==> images/port_trees.png <==
(3 px per um)
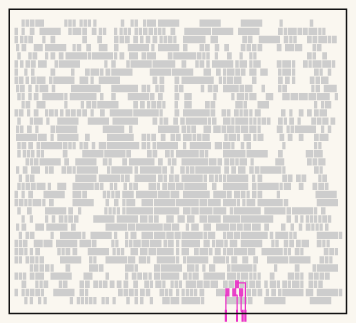
==> images/ff_map.png <==
(3 px per um) Other sequential cells in the stronger grey, the rest of the logic in the fainter grey.
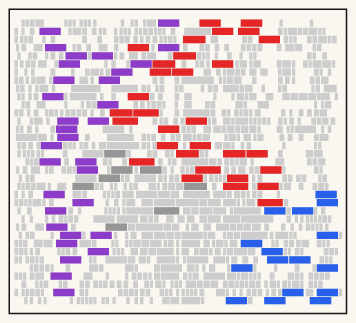
==> images/clock_nets.png <==
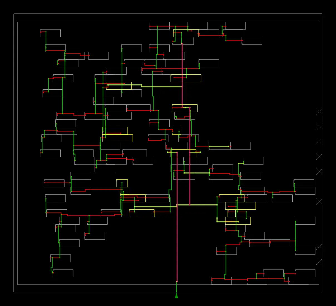
==> images/util_map.png <==
(2 px per um) 11 x 10 tiles, from dark purple (low) to yellow (high), 0 to 100% covered.
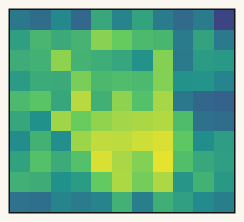
==> images/gates.png <==
(4 px per um)
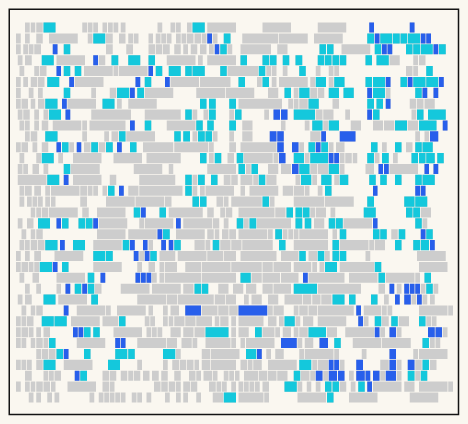
[src/rtl/writeback_arbiter_pkg.sv]
// Shared constants for the writeback arbiter: register file geometry and counter width.
package writeback_arbiter_pkg;
    localparam int unsigned REG_AW   = 5;
    localparam int unsigned DATA_W   = 32;
    localparam int unsigned NUM_REGS = 2 ** REG_AW;
    localparam int unsigned REG_ZERO = 0;
    localparam int unsigned WB_CNT_W = 16;
endpackage

[src/rtl/writeback_arbiter_if.sv]
// Functional-unit result bus and registered register-file write port.
interface writeback_arbiter_if #(
    parameter int unsigned NUM_FU = 4,
    parameter int unsigned DATA_W = writeback_arbiter_pkg::DATA_W,
    parameter int unsigned REG_AW = writeback_arbiter_pkg::REG_AW
);
    logic [NUM_FU-1:0]        fu_valid;
    logic [NUM_FU*REG_AW-1:0] fu_dest;
    logic [NUM_FU*DATA_W-1:0] fu_data;
    logic [NUM_FU-1:0]        fu_ready;
    logic                     wb_enable;
    logic [REG_AW-1:0]        wb_dest;
    logic [DATA_W-1:0]        wb_data;

    modport master (
        output fu_valid, fu_dest, fu_data,
        input  fu_ready, wb_enable, wb_dest, wb_data
    );

    modport slave (
        input  fu_valid, fu_dest, fu_data,
        output fu_ready, wb_enable, wb_dest, wb_data
    );
endinterface

[src/rtl/writeback_arbiter_rr_arbiter.sv]
// Round-robin arbiter: searches from ptr+1 upward with wrap, pointer moves to the accepted index.
module writeback_arbiter_rr_arbiter #(
    parameter int unsigned NUM_FU = 4,
    parameter int unsigned IDX_W  = (NUM_FU > 1) ? $clog2(NUM_FU) : 1
) (
    input  logic              clk_i,
    input  logic              rst_ni,
    input  logic [NUM_FU-1:0] req_i,
    input  logic              accept_i,
    output logic [NUM_FU-1:0] gnt_o,
    output logic [IDX_W-1:0]  gnt_idx_o
);
    logic [IDX_W-1:0] ptr_q;
    logic             found;
    int unsigned      idx;

    always_comb begin
        gnt_o     = '0;
        gnt_idx_o = '0;
        found     = 1'b0;
        idx       = 0;
        for (int unsigned off = 1; off <= NUM_FU; off++) begin
            idx = (32'(ptr_q) + off) % NUM_FU;
            if (!found && req_i[idx]) begin
                found      = 1'b1;
                gnt_o[idx] = 1'b1;
                gnt_idx_o  = IDX_W'(idx);
            end
        end
    end

    // Reset pointer to the last index so FU0 wins the first search.
    always_ff @(posedge clk_i) begin
        if (!rst_ni) begin
            ptr_q <= IDX_W'(NUM_FU - 1);
        end else if (accept_i) begin
            ptr_q <= gnt_idx_o;
        end
    end
endmodule

[src/rtl/writeback_arbiter.sv]
// Writeback arbiter: round-robin result collection, registered RF write port, busy table, commit counter.
module writeback_arbiter #(
    parameter int unsigned NUM_FU = 4,
    parameter int unsigned DATA_W = writeback_arbiter_pkg::DATA_W,
    parameter int unsigned REG_AW = writeback_arbiter_pkg::REG_AW
) (
    input  logic                                      clock,
    input  logic                                      reset,
    input  logic                                      issue_valid,
    input  logic [REG_AW-1:0]                         issue_dest,
    input  logic [REG_AW-1:0]                         query_rs,
    input  logic [REG_AW-1:0]                         query_rt,
    output logic                                      busy_rs,
    output logic                                      busy_rt,
    output logic                                      busy_dest,
    writeback_arbiter_if.slave                        bus,
    output logic [(2**REG_AW)-1:0]                    busy_vec,
    output logic [writeback_arbiter_pkg::WB_CNT_W-1:0] wb_count
);
    import writeback_arbiter_pkg::*;

    localparam int unsigned IDX_W = (NUM_FU > 1) ? $clog2(NUM_FU) : 1;

    logic [NUM_FU-1:0]     gnt;
    logic [IDX_W-1:0]      gnt_idx;
    logic                  accept;
    logic [REG_AW-1:0]     dest_a [NUM_FU];
    logic [DATA_W-1:0]     data_a [NUM_FU];
    logic [REG_AW-1:0]     sel_dest;
    logic [DATA_W-1:0]     sel_data;

    logic                  wb_enable_q, wb_enable_d;
    logic [REG_AW-1:0]     wb_dest_q, wb_dest_d;
    logic [DATA_W-1:0]     wb_data_q, wb_data_d;
    logic [(2**REG_AW)-1:0] busy_q, busy_d;
    logic [WB_CNT_W-1:0]   wb_cnt_q, wb_cnt_d;

    writeback_arbiter_rr_arbiter #(.NUM_FU(NUM_FU), .IDX_W(IDX_W)) u_rr (
        .clk_i     (clock),
        .rst_ni    (reset),
        .req_i     (bus.fu_valid),
        .accept_i  (accept),
        .gnt_o     (gnt),
        .gnt_idx_o (gnt_idx)
    );

    always_comb begin
        for (int unsigned i = 0; i < NUM_FU; i++) begin
            dest_a[i] = bus.fu_dest[i*REG_AW +: REG_AW];
            data_a[i] = bus.fu_data[i*DATA_W +: DATA_W];
        end
    end

    assign bus.fu_ready = gnt & {NUM_FU{reset}};
    assign accept       = reset & (|gnt);
    assign sel_dest     = dest_a[gnt_idx];
    assign sel_data     = data_a[gnt_idx];

    always_comb begin
        wb_enable_d = accept && (sel_dest != REG_AW'(REG_ZERO));
        wb_dest_d   = accept ? sel_dest : wb_dest_q;
        wb_data_d   = accept ? sel_data : wb_data_q;
        wb_cnt_d    = wb_enable_q ? wb_cnt_q + WB_CNT_W'(1) : wb_cnt_q;
        // Clear before set so a re-issue in the commit cycle keeps the register busy.
        busy_d = busy_q;
        if (wb_enable_q) busy_d[wb_dest_q] = 1'b0;
        if (issue_valid) busy_d[issue_dest] = 1'b1;
        busy_d[REG_ZERO] = 1'b0;
    end

    always_ff @(posedge clock) begin
        if (!reset) begin
            wb_enable_q <= 1'b0;
            wb_dest_q   <= '0;
            wb_data_q   <= '0;
            busy_q      <= '0;
            wb_cnt_q    <= '0;
        end else begin
            wb_enable_q <= wb_enable_d;
            wb_dest_q   <= wb_dest_d;
            wb_data_q   <= wb_data_d;
            busy_q      <= busy_d;
            wb_cnt_q    <= wb_cnt_d;
        end
    end

    assign bus.wb_enable = wb_enable_q;
    assign bus.wb_dest   = wb_dest_q;
    assign bus.wb_data   = wb_data_q;
    assign busy_vec      = busy_q;
    assign wb_count      = wb_cnt_q;
    assign busy_rs       = busy_q[query_rs];
    assign busy_rt       = busy_q[query_rt];
    assign busy_dest     = busy_q[issue_dest];
endmodule

[src/flat_wrapper.sv]
// flat-port wrapper written by rule: the top's interface ports become plain ports
module writeback_arbiter_flat import writeback_arbiter_pkg::*;
#(
    parameter int unsigned NUM_FU = 4,
    parameter int unsigned DATA_W = writeback_arbiter_pkg::DATA_W,
    parameter int unsigned REG_AW = writeback_arbiter_pkg::REG_AW
)
  (clock, reset, issue_valid, issue_dest, query_rs, query_rt, busy_rs, busy_rt, busy_dest, busy_vec, wb_count, bus_fu_valid, bus_fu_dest, bus_fu_data, bus_fu_ready, bus_wb_enable, bus_wb_dest, bus_wb_data);
  writeback_arbiter_if #(.NUM_FU(NUM_FU), .DATA_W(DATA_W), .REG_AW(REG_AW)) bus_i ();
  input  logic clock;
  input  logic reset;
  input  logic issue_valid;
  input  logic [REG_AW-1:0] issue_dest;
  input  logic [REG_AW-1:0] query_rs;
  input  logic [REG_AW-1:0] query_rt;
  output logic busy_rs;
  output logic busy_rt;
  output logic busy_dest;
  output logic [(2**REG_AW)-1:0] busy_vec;
  output logic [writeback_arbiter_pkg::WB_CNT_W-1:0] wb_count;
  input wire logic [$bits(bus_i.fu_valid)-1:0] bus_fu_valid;
  input wire logic [$bits(bus_i.fu_dest)-1:0] bus_fu_dest;
  input wire logic [$bits(bus_i.fu_data)-1:0] bus_fu_data;
  output wire logic [$bits(bus_i.fu_ready)-1:0] bus_fu_ready;
  output wire logic [$bits(bus_i.wb_enable)-1:0] bus_wb_enable;
  output wire logic [$bits(bus_i.wb_dest)-1:0] bus_wb_dest;
  output wire logic [$bits(bus_i.wb_data)-1:0] bus_wb_data;
  assign bus_i.fu_valid = bus_fu_valid;
  assign bus_i.fu_dest = bus_fu_dest;
  assign bus_i.fu_data = bus_fu_data;
  assign bus_fu_ready = bus_i.fu_ready;
  assign bus_wb_enable = bus_i.wb_enable;
  assign bus_wb_dest = bus_i.wb_dest;
  assign bus_wb_data = bus_i.wb_data;
  writeback_arbiter #(.NUM_FU(NUM_FU), .DATA_W(DATA_W), .REG_AW(REG_AW)) u_core (.clock(clock), .reset(reset), .issue_valid(issue_valid), .issue_dest(issue_dest), .query_rs(query_rs), .query_rt(query_rt), .busy_rs(busy_rs), .busy_rt(busy_rt), .busy_dest(busy_dest), .bus(bus_i), .busy_vec(busy_vec), .wb_count(wb_count));
endmodule
[config.mk]
export PLATFORM = sky130hd
export DESIGN_NAME = writeback_arbiter_flat
export DESIGN_NICKNAME = d
export VERILOG_FILES = /design/src/rtl/writeback_arbiter_pkg.sv /design/src/rtl/writeback_arbiter_if.sv /design/src/rtl/writeback_arbiter_rr_arbiter.sv /design/src/rtl/writeback_arbiter.sv /design/src/flat_wrapper.sv
export SDC_FILE = /design/constraint.sdc
export NUM_CORES = 1
export LEC_CHECK = 0
export ABC_AREA = 1
export ABC_CLOCK_PERIOD_IN_PS = 2300
export CORE_ASPECT_RATIO = 0.9
export CORE_UTILIZATION = 55
export CTS_CLUSTER_SIZE = 10
export DETAILED_ROUTE_END_ITERATION = 8
export DONT_BUFFER_PORTS = 1
export PLACE_DENSITY_LB_ADDON = 0.05
export SYNTH_ARGS = -nofsm -noshare
export SYNTH_HDL_FRONTEND = slang
export SYNTH_SLANG_ARGS = --single-unit
[constraint.sdc]
create_clock -name clock -period 2.3 [get_ports clock]
set_clock_uncertainty 0.1 [all_clocks]
set_input_delay 0.575 -clock clock [delete_from_list [all_inputs] [get_ports clock]]
set_output_delay 0.575 -clock clock [all_outputs]
set_load 0.01 [all_outputs]
==> results.yml <==
# synthesis and place-and-route metrics
status:
  status: "complete, but fails checks"
  violations: "design-rule violations, negative setup slack"
finish:
  buf_share_pct: 9.89
  largest_reg_flops: 32
  final_layout_size_suffix_gt1_share_pct: 19.7
  nMultiInputCombCells: 741
detailed_routing:
  initialDrtViolationCount: 587
  drc: 8
pwr:
  p_total_w: 0.0134
  pwr-share-comb_pct: 68.8
die:
  die-area_um2: 11300
timing:
  rsz0062_at_grt: "true"
  fin_ws_ns: -0.247
  report.final.slew_viol_count: 0
  setup_viol: 44
  setup_tns_ns: -7.64
  period_used_pct: 111
global_routing:
  grt_use_met3_pct: 5.59
  globalRouteMet2Util_pct: 59.3
setup_path:
  crit_path_start: "u_core.u_rr.ptr_q[0]"
  r2r_cells: 17
  critical-path-top-delay-family: "simple AND/OR/NAND/NOR gates"
  crit_path_top_delay_cell: "dfxtp_4"
min_path:
  hold_class: "input port to flop"
  hold_start: "reset"
clocking:
  clk_path_buf_depth: 2
placement:
  placed_area_um2: 6390
logic_synthesis:
  yosys_area_um2: 5980
About port_trees.png:
Magenta shows bus_fu_ready, bits 4, direction output, end cells 4, buffers 0, wire 31.1 um.

About ff_map.png:
Purple shows u_core.bus.wb_data, sequential cells 32, where a column on the left. Blue shows u_core.wb_count, sequential cells 16, where south-east. Red shows u_core.busy_vec, sequential cells 31.
Another 8 sequential cells are not coloured.
seq pwr: 0.00244 W
flop share of the area: 24.9%
FF/Latch Area: 1780 um2
fin util: 68.6%

About clock_nets.png:
CTS buffer count: 9
number of clock buffers in the layout: 9
Latency at later pin: 0.34 ns

About util_map.png:
The densest ninth of the die: centre. The fullest tile reaches 96%. The mean over all tiles is 62%. 26% of the tiles are over 75% full.
core area: 10,400 um2
fp_density: 57.4%

About gates.png:
Blue shows nor cells, cells 118, where widely spread. Cyan shows aoi and oai cells, cells 239, where widely spread.
most instantiated logic cell after routing: nand2_1
fin cells: 1,113
combinational share of cell area: 53.9%

Power figures rest on the tool's default switching activity, not on a simulated workload.
